==> src/rtl/seven_segment_scanner_if.sv <==
// Display bus between the register file side and the scanner.
// The register file drives the value/control side and the scanner drives the display pins.
interface seven_segment_scanner_if #(
    parameter int NUM_DIGITS = 4
);
    logic                    load;
    logic [4*NUM_DIGITS-1:0] value;
    logic [NUM_DIGITS-1:0]   dp_in;
    logic                    blank_lz;
    logic                    blink_en;
    logic [6:0]              segments;
    logic                    dp;
    logic [NUM_DIGITS-1:0]   anodes;
    logic                    update_done;

    modport master (
        output load, value, dp_in, blank_lz, blink_en,
        input  segments, dp, anodes, update_done
    );

    modport slave (
        input  load, value, dp_in, blank_lz, blink_en,
        output segments, dp, anodes, update_done
    );
endinterface

==> src/rtl/seven_segment_scanner.sv <==
// Multiplexed common-anode seven-segment driver.
// Scanning runs one digit at a time. New values are committed only at frame
// boundaries, so a value is never shown half old and half new. The driver also
// provides decimal points, leading-zero blanking and blinking of the whole display.
module seven_segment_scanner #(
    parameter int NUM_DIGITS   = 4,
    parameter int REFRESH_DIV  = 50000,
    parameter int BLINK_FRAMES = 64
) (
    input  logic                  clk,
    input  logic                  reset,
    seven_segment_scanner_if.slave bus
);
    localparam int PW = (REFRESH_DIV  > 1) ? $clog2(REFRESH_DIV)  : 1;
    localparam int IW = (NUM_DIGITS   > 1) ? $clog2(NUM_DIGITS)   : 1;
    localparam int BW = (BLINK_FRAMES > 1) ? $clog2(BLINK_FRAMES) : 1;

    // Active-low hex font, bit0 = A ... bit6 = G
    function automatic logic [6:0] hex_font(input logic [3:0] d);
        logic [6:0] s;
        case (d)
            4'h0: s = 7'b1000000;
            4'h1: s = 7'b1111001;
            4'h2: s = 7'b0100100;
            4'h3: s = 7'b0110000;
            4'h4: s = 7'b0011001;
            4'h5: s = 7'b0010010;
            4'h6: s = 7'b0000010;
            4'h7: s = 7'b1111000;
            4'h8: s = 7'b0000000;
            4'h9: s = 7'b0010000;
            4'hA: s = 7'b0001000;
            4'hB: s = 7'b0000011;
            4'hC: s = 7'b1000110;
            4'hD: s = 7'b0100001;
            4'hE: s = 7'b0000110;
            default: s = 7'b0001110;
        endcase
        return s;
    endfunction

    // Stage 0: scan position, pending/display registers, blink state
    logic [PW-1:0]           presc_p0;
    logic [IW-1:0]           idx_p0;
    logic [4*NUM_DIGITS-1:0] disp_val_p0;
    logic [NUM_DIGITS-1:0]   disp_dp_p0;
    logic [4*NUM_DIGITS-1:0] pend_val;
    logic [NUM_DIGITS-1:0]   pend_dp;
    logic                    pend_vld;
    logic [BW-1:0]           blink_cnt;
    logic                    blink_on;

    logic tick;
    logic frame;
    logic commit;

    assign tick   = (presc_p0 == PW'(REFRESH_DIV - 1));
    assign frame  = tick && (idx_p0 == IW'(NUM_DIGITS - 1));
    assign commit = frame && pend_vld;

    // Prescaler and digit index; the index wrap marks the frame boundary
    always_ff @(posedge clk) begin
        if (reset) begin
            presc_p0 <= '0;
            idx_p0   <= '0;
        end else if (tick) begin
            presc_p0 <= '0;
            idx_p0   <= frame ? '0 : idx_p0 + 1'b1;
        end else begin
            presc_p0 <= presc_p0 + 1'b1;
        end
    end

    // Pending register: last load wins, and a load made on the commit cycle stays pending
    always_ff @(posedge clk) begin
        if (reset) begin
            pend_val <= '0;
            pend_dp  <= '0;
            pend_vld <= 1'b0;
        end else if (bus.load) begin
            pend_val <= bus.value;
            pend_dp  <= bus.dp_in;
            pend_vld <= 1'b1;
        end else if (commit) begin
            pend_vld <= 1'b0;
        end
    end

    // Display register changes only at a frame boundary
    always_ff @(posedge clk) begin
        if (reset) begin
            disp_val_p0 <= '0;
            disp_dp_p0  <= '0;
        end else if (commit) begin
            disp_val_p0 <= pend_val;
            disp_dp_p0  <= pend_dp;
        end
    end

    // Blink phase toggles every BLINK_FRAMES frames and is held on when disabled
    always_ff @(posedge clk) begin
        if (reset || !bus.blink_en) begin
            blink_cnt <= '0;
            blink_on  <= 1'b1;
        end else if (frame) begin
            if (blink_cnt == BW'(BLINK_FRAMES - 1)) begin
                blink_cnt <= '0;
                blink_on  <= ~blink_on;
            end else begin
                blink_cnt <= blink_cnt + 1'b1;
            end
        end
    end

    logic [3:0] digit_sel;
    logic       dp_sel;
    logic       lz_sel;
    logic       zero_run;

    // Select the current digit and find out whether it is a leading zero
    always_comb begin
        digit_sel = 4'h0;
        dp_sel    = 1'b0;
        lz_sel    = 1'b0;
        zero_run  = 1'b1;
        for (int i = NUM_DIGITS - 1; i >= 0; i--) begin
            zero_run = zero_run && (disp_val_p0[i*4 +: 4] == 4'h0);
            if (idx_p0 == IW'(i)) begin
                digit_sel = disp_val_p0[i*4 +: 4];
                dp_sel    = disp_dp_p0[i];
                lz_sel    = zero_run && (i != 0);
            end
        end
    end

    // Stage 1: registered pin drivers, one update per clock
    logic [6:0]            seg_p1;
    logic                  dp_p1;
    logic [NUM_DIGITS-1:0] an_p1;
    logic                  done_p1;

    // Registered outputs; reset holds every digit dark
    always_ff @(posedge clk) begin
        if (reset) begin
            seg_p1  <= 7'h7F;
            dp_p1   <= 1'b1;
            an_p1   <= '1;
            done_p1 <= 1'b0;
        end else begin
            seg_p1  <= (bus.blank_lz && lz_sel) ? 7'h7F : hex_font(digit_sel);
            dp_p1   <= ~dp_sel;
            an_p1   <= (bus.blink_en && !blink_on) ? '1 : ~(NUM_DIGITS'(1) << idx_p0);
            done_p1 <= commit;
        end
    end

    assign bus.segments    = seg_p1;
    assign bus.dp          = dp_p1;
    assign bus.anodes      = an_p1;
    assign bus.update_done = done_p1;
endmodule

==> src/flat_wrapper.sv <==
// flat-port wrapper written by rule: the top's interface ports become plain ports
module seven_segment_scanner_flat 
#(
    parameter int NUM_DIGITS   = 4,
    parameter int REFRESH_DIV  = 50000,
    parameter int BLINK_FRAMES = 64
)
  (clk, reset, bus_load, bus_value, bus_dp_in, bus_blank_lz, bus_blink_en, bus_segments, bus_dp, bus_anodes, bus_update_done);
  seven_segment_scanner_if #(.NUM_DIGITS(NUM_DIGITS)) bus_i ();
  input  logic clk;
  input  logic reset;
  input wire logic [$bits(bus_i.load)-1:0] bus_load;
  input wire logic [$bits(bus_i.value)-1:0] bus_value;
  input wire logic [$bits(bus_i.dp_in)-1:0] bus_dp_in;
  input wire logic [$bits(bus_i.blank_lz)-1:0] bus_blank_lz;
  input wire logic [$bits(bus_i.blink_en)-1:0] bus_blink_en;
  output wire logic [$bits(bus_i.segments)-1:0] bus_segments;
  output wire logic [$bits(bus_i.dp)-1:0] bus_dp;
  output wire logic [$bits(bus_i.anodes)-1:0] bus_anodes;
  output wire logic [$bits(bus_i.update_done)-1:0] bus_update_done;
  assign bus_i.load = bus_load;
  assign bus_i.value = bus_value;
  assign bus_i.dp_in = bus_dp_in;
  assign bus_i.blank_lz = bus_blank_lz;
  assign bus_i.blink_en = bus_blink_en;
  assign bus_segments = bus_i.segments;
  assign bus_dp = bus_i.dp;
  assign bus_anodes = bus_i.anodes;
  assign bus_update_done = bus_i.update_done;
  seven_segment_scanner #(.NUM_DIGITS(NUM_DIGITS), .REFRESH_DIV(REFRESH_DIV), .BLINK_FRAMES(BLINK_FRAMES)) u_core (.clk(clk), .reset(reset), .bus(bus_i));
endmodule
==> config.mk <==
export PLATFORM = sky130hd
export DESIGN_NAME = seven_segment_scanner_flat
export DESIGN_NICKNAME = d
export VERILOG_FILES = /design/src/rtl/seven_segment_scanner_if.sv /design/src/rtl/seven_segment_scanner.sv /design/src/flat_wrapper.sv
export SDC_FILE = /design/constraint.sdc
export NUM_CORES = 1
export LEC_CHECK = 0
export ABC_AREA = 1
export CAP_MARGIN = 20
export CORE_MARGIN = 8
export CORE_UTILIZATION = 50
export CTS_CLUSTER_SIZE = 8
export DETAILED_ROUTE_END_ITERATION = 10
export GPL_TIMING_DRIVEN = 0
export PLACE_DENSITY = 0.81
export SLEW_MARGIN = 20
export SYNTH_ARGS = -nofsm -noshare
export SYNTH_HDL_FRONTEND = slang
export SYNTH_SLANG_ARGS = --single-unit
==> constraint.sdc <==
create_clock -name clk -period 3.82 [get_ports clk]
set_input_delay 0.764 -clock clk [delete_from_list [all_inputs] [get_ports clk]]
set_output_delay 0.764 -clock clk [all_outputs]
set_load 0.005 [all_outputs]
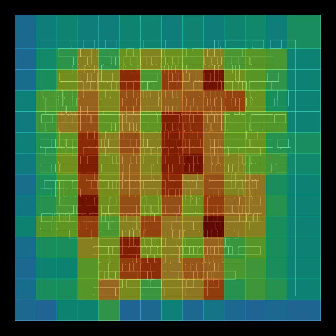
**Above:** run 1 (track usage over the die).
grt met2 use: 27.0%
Tot GR Track Use: 16.4%
GR Layer Usage met1: 19.4%
M3 GR Usage: 3.25%
busiest grt layer: met2

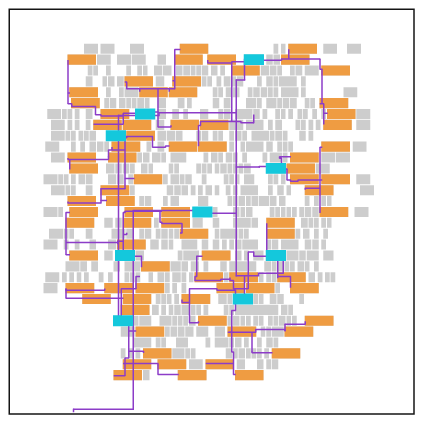
**Above:** run 1 (clock wires, drivers and flops).
Scale: 4 px per micron.
legend:
  orange:
    item: flip-flops
    count: 79
  purple:
    item: clock wires
    length: 863 microns
  cyan:
    item: clock drivers
    count: 9
routed clock nets: 10

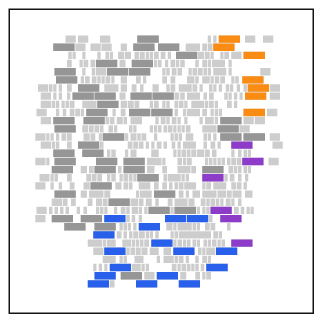
**Above:** run 1 (where the registers sit).
Scale: 3 px per micron. Other sequential cells in the stronger gray, the rest of the logic in the fainter gray.
legend:
  blue:
    signal: u_core.presc_p0
    flops: 16
    where: bottom middle
  purple:
    signal: u_core.blink_cnt
    flops: 6
  orange:
    signal: u_core.bus.segments
    flops: 7
    where: top right

==> run summary, run 1 <==
RD Place Congestion = 0.868
Metal-1 WL = 3.70 mm
Antenna Nets Post-Route = 0
sequential share of power = 55.9%
max incr delay on CP = 500 ps
Power Density = 359 nW/um^2
unrepaired setup endpoints after global routing = false
syn_area_per_cell = 7.16 sq um
num rows = 31
Fin Setup TNS = 0 ps
Synth flops = 79
seq_cells = 79
PnR worst setup slack = 1590 ps
final standard cell area without fillers = 4270 sq um
Reg clk slew, reported paths = 70 ps
Crit path max-delay family = AND-OR/OR-AND gates
Main area contributors = dfxtp_1 (44%), nand2_1 (12%), nor2_1 (8.0%)
clkbuf count = 10
flop share of the area = 37.0%
CP max FO = 8
Placed Cells incl. Taps = 637
1st-iter DRT viols = 147
post-detail-place hpwl = 5.93 mm
Tot Pwr = 1.53 mW
Hold WC Path Type = flip-flop to flip-flop
core area = 7100 sq um
mapped cell area = 3600 sq um
top sig layer = met4
status = completed
initial antenna violation count = 0
Top cell area share = 44.0%
CTS tree = yes
Logic Gate Count = 366
endpoint class of the critical path = flip-flop
critical hold path startpoint = u_core.presc_p0[0]
Min Clock Period, post-route = 2230 ps
invs w/o clock = 36
P_sw = 347 uW
worst hold margin = 457 ps
Die Span Y = 101 microns
Setup CP Type = flip-flop to flip-flop
--- run 2 (diff from run 1) ---
--- a/config.mk
+++ b/config.mk
@@ -12,7 +12,7 @@
 export CTS_CLUSTER_SIZE = 8
 export DETAILED_ROUTE_END_ITERATION = 10
 export GPL_TIMING_DRIVEN = 0
-export PLACE_DENSITY = 0.81
+export PLACE_DENSITY = 0.84
 export SLEW_MARGIN = 20
 export SYNTH_ARGS = -nofsm -noshare
 export SYNTH_HDL_FRONTEND = slang
==> constraint.sdc (replaced) <==
create_clock -name clk -period 2.02 [get_ports clk]
set_input_delay 0.404 -clock clk [delete_from_list [all_inputs] [get_ports clk]]
set_output_delay 0.404 -clock clk [all_outputs]
set_load 0.005 [all_outputs]
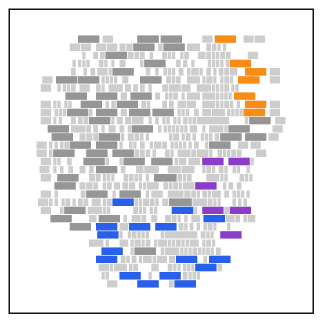
**Above:** run 2 (where the registers sit).
Scale: 3 px per micron. Other sequential cells in the stronger gray, the rest of the logic in the fainter gray.
legend:
  purple:
    signal: u_core.blink_cnt
    flops: 6
  blue:
    signal: u_core.presc_p0
    flops: 16
    where: bottom middle
  orange:
    signal: u_core.bus.segments
    flops: 7
    where: top right
not colored: 50

==> run 2 against run 1 <==
  * Via count up 1.6%
  * Maximum frequency up 16%
  * First-iteration DRC count up 5.4%
  * Global-route usage up 0.27 points
  * Worst setup slack worse by 1500 ps
  * Critical endpoint is now u_core.bus.segments[0]
  * Largest power group unchanged
==> run summary, run 2 <==
status = completed (unchanged)
final standard cell area without fillers = 4350 sq um (was 4270 sq um)
critical hold path startpoint = u_core.presc_p0[0] (unchanged)
flop share of the area = 36.4% (was 37.0%)
Tot GR Track Use = 16.6% (was 16.4%)
Placed Cells incl. Taps = 637 (unchanged)
Setup CP Type = flip-flop to flip-flop (unchanged)
met3 wire len = 408 microns (was 284 microns)
P_sw = 692 uW (was 347 uW)
Main area contributors = dfxtp_1 (44%), nand2_1 (12%), nor2_1 (8.0%) (unchanged)
grt met2 use = 28.0% (was 27.0%)
unrepaired setup endpoints after global routing = true (was false)
endpoint class of the critical path = flip-flop (unchanged)
seq_cells = 79 (unchanged)
num rows = 31 (unchanged)
CTS tree = yes (unchanged)
CP max FO = 8 (unchanged)
Hold WC Path Type = flip-flop to flip-flop (unchanged)
Routed wire per std cell = 12.4 microns (was 12.0 microns)
top sig layer = met4 (unchanged)
Top cell area share = 44.0% (unchanged)
Min Clock Period, post-route = 1920 ps (was 2230 ps)
GR Layer Usage met1 = 19.2% (was 19.4%)
mapped cell area = 3600 sq um (unchanged)
Die Span Y = 101 microns (unchanged)
syn_area_per_cell = 7.16 sq um (unchanged)
Antenna Nets Post-Route = 0 (unchanged)
busiest grt layer = met2 (unchanged)
sequential share of power = 52.7% (was 55.9%)
Tot Pwr = 3.07 mW (was 1.53 mW)
CP bufs+invs = 4 (was 3)
M3 GR Usage = 3.38% (was 3.25%)
Synth flops = 79 (unchanged)
Metal-1 WL = 3.69 mm (was 3.70 mm)
clkbuf count = 10 (unchanged)
PnR worst setup slack = 98.7 ps (was 1590 ps)
RD Place Congestion = 0.865 (was 0.868)
core area = 7100 sq um (unchanged)
post-detail-place hpwl = 5.89 mm (was 5.93 mm)
1st-iter DRT viols = 155 (was 147)
Fin Setup TNS = 0 ps (unchanged)
Reg clk slew, reported paths = 90 ps (was 70 ps)
invs w/o clock = 36 (unchanged)
Power Density = 706 nW/um^2 (was 359 nW/um^2)
critical path arrival = 2170 ps (was 2470 ps)
via count = 3,341 (was 3,289)
max incr delay on CP = 350 ps (was 500 ps)
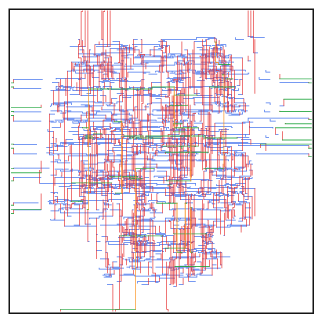
**Above:** run 2 (routed metal, one color a layer).
Scale: 3 px per micron.
legend:
  orange:
    layer: metal 4
    wire_length: 228 microns
  green:
    layer: metal 3
    wire_length: 408 microns
  red:
    layer: metal 2
    wire_length: 3,760 microns
  blue:
    layer: metal 1
    wire_length: 3,690 microns

Power is estimated from default activity; no workload was simulated.
